==> config.mk <==
export PLATFORM = sky130hd
export DESIGN_NAME = fifo_same_clock_thresh
export DESIGN_NICKNAME = d
export VERILOG_FILES = /design/src/rtl/fifo_same_clock_thresh.sv
export SDC_FILE = /design/constraint.sdc
export NUM_CORES = 1
export LEC_CHECK = 0
export ABC_AREA = 1
export CAP_MARGIN = 10
export CORE_UTILIZATION = 60
export DETAILED_ROUTE_END_ITERATION = 7
export GPL_TIMING_DRIVEN = 0
export PLACE_DENSITY = 0.77
export REMOVE_ABC_BUFFERS = 1
export SLEW_MARGIN = 30
export SYNTH_ARGS = -nofsm -noshare
export SYNTH_HDL_FRONTEND = slang
export SYNTH_SLANG_ARGS = --single-unit
==> constraint.sdc <==
create_clock -name clk -period 11.87 [get_ports clk]
set_clock_uncertainty 0.2 [all_clocks]
set_input_delay 3.561 -clock clk [delete_from_list [all_inputs] [get_ports clk]]
set_output_delay 3.561 -clock clk [all_outputs]
set_load 0.01 [all_outputs]
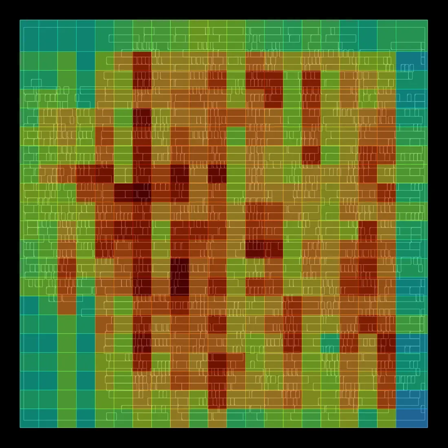
**Above:** routing congestion map.
Core Util, Final: 71.77%
M1 GR Usage: 35.21%
met3 usage: 4.024%
GR peak layer: met2
drt wl/cell: 18.12 um

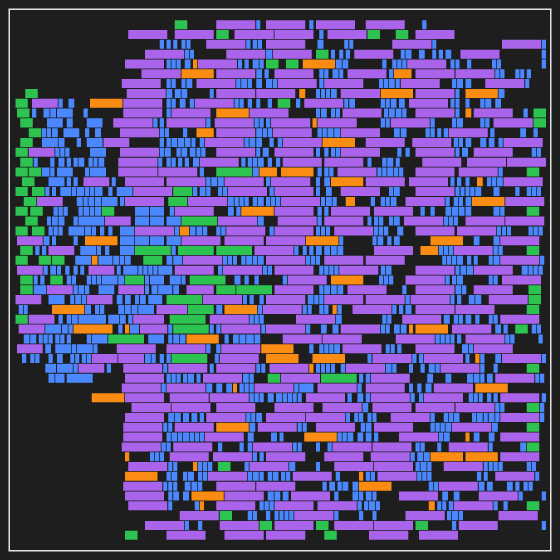
**Above:** placement by cell class.
Key: clock drivers and dummy loads = orange [cells 56]; registers = purple [cells 296]; remaining logic cells = blue [cells 932]; remaining buffers and delay cells = green [cells 77]
flop share of the area: 56.85%
total core area: 0.02122 mm^2
fin area: 0.01523 mm^2
Std-Cell Rows: 53

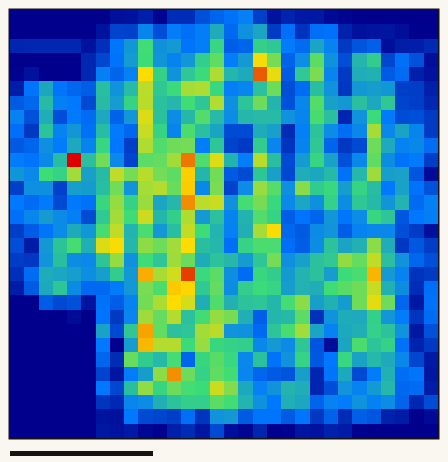
**Above:** signal metal coverage by tile.
The bar under the picture is 50 um long. 30 x 30 tiles, from dark blue (low) to red (high), scaled to the fullest tile. Values are wire area over tile area, all layers added.
The fullest tile reaches 0.73. 11% of the tiles are nearly empty. The emptiest ninth of the die: bottom left. The densest ninth of the die: middle.
Vias: 8998
gr usage total: 27.47%
drt total wl: 29650 um

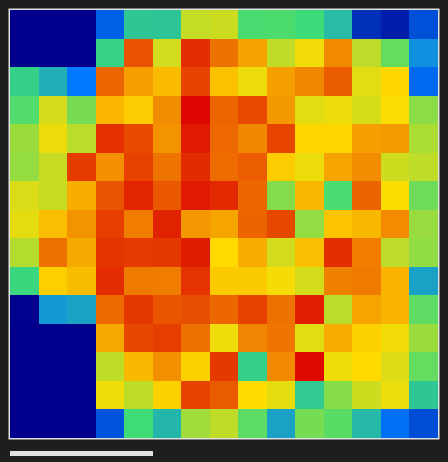
**Above:** cell area per tile.
The bar under the picture is 50 um long. 15 x 15 tiles, from dark blue (low) to red (high), 0 to 100% covered.
50% of the tiles are over 75% full. 8.4% of the tiles are nearly empty. The fullest tile reaches 99%. The emptiest ninth of the die: bottom left. The mean over all tiles is 67%.
FP Core Util: 61.59%

==> notes.md <==
yosys + openroad results -> outcome completed, Yosys chip area about 0.013 mm^2, Seq. pwr 0.00128 W, Power Dens Cells 199.9 mW/mm^2, RSZ-0062 raised after global routing false, Final Hold Fails 0, yosys simple share 20.15%, clock group share of total power 29.6%, routability cong. around 0.78, Setup-failing EPs final 0, dominant logic cell type in the layout nand2_1, Layout area overhead 16.53%, pre-CTS WS 4958 ps, Post-synth regs 296, # Taps 275, number of remaining DRC errors 0, hold path cells 2, Logic pwr share 28.3%, Clock buf/inv share 6.235%, post-layout period usage a little over half, final setup TNS 0 ps, Comb area 0.003312 mm^2, hold_buf cts 0, Slew HR 40.49%, Non-Clock Buffer Count 77, Buf+Inv Stages, Crit Path 4, max-cap violations 0, Data required, critical path 12090 ps, # IOs 64, clock buffers 44, Worst Setup End Kind register, Post-Syn Area per Cell 10.20 um^2, Biggest Area Class sequential cells, inverters around 250, sequential area share after synthesis 66.17%, tool warnings 26, Worst setup SP type primary input, Root Buffer clkbuf_16, cell count listed in synth_stat.txt about 1300, Least-Margin Pin Slew 891.7 ps, crit-path cells clkdlybuf4s50_1, nor3_2, inv_1, ha_1, inv_1, ha_1, fa_1, nand3_1, nand2_1, nand2_1, nand3_1, inv_1, ha_1, nand2_1, nor2_1, a21oi_1, o21ai_0, Synth warnings 0, Net Sw Power 0.0009705 W, initial antenna violation count 0, Critical Path AT about 6600 ps, clock group power 0.000900 W, Starting DRT DRC Count just under 1000, Detail Route Antenna Nets 0, Post-synth top flop edfxtp_1, CTS tree yes
cells in the mapped netlist (2+ instances only):
master / instances / area, um^2
a21oi_1: 15 / 75.07
buf_2: 29 / 145.1
buf_4: 21 / 157.7
clkbuf_1: 5 / 18.77
dfxtp_1: 24 / 480.5
edfxtp_1: 272 / 8168
fa_1: 2 / 40.04
ha_1: 25 / 312.8
inv_1: 244 / 915.9
inv_2: 2 / 7.510
nand2_1: 370 / 1389
nand3_1: 210 / 1051
nor2_1: 35 / 131.4
nor3_1: 3 / 15.01
nor4_1: 2 / 12.51
o21ai_0: 8 / 40.04
xnor2_1: 3 / 26.28
layer usage:
layer  global-route usage [%]  routed length (um)  up-vias
met4                    14.39                1325        0
met2                    45.51               14370      462
met1                    35.21               11330     4183
met5                        0                   0        -
li1                         -                   -     4251
met3                    4.024                2623      102
Power figures rest on the tool's default switching activity, not on a simulated workload.
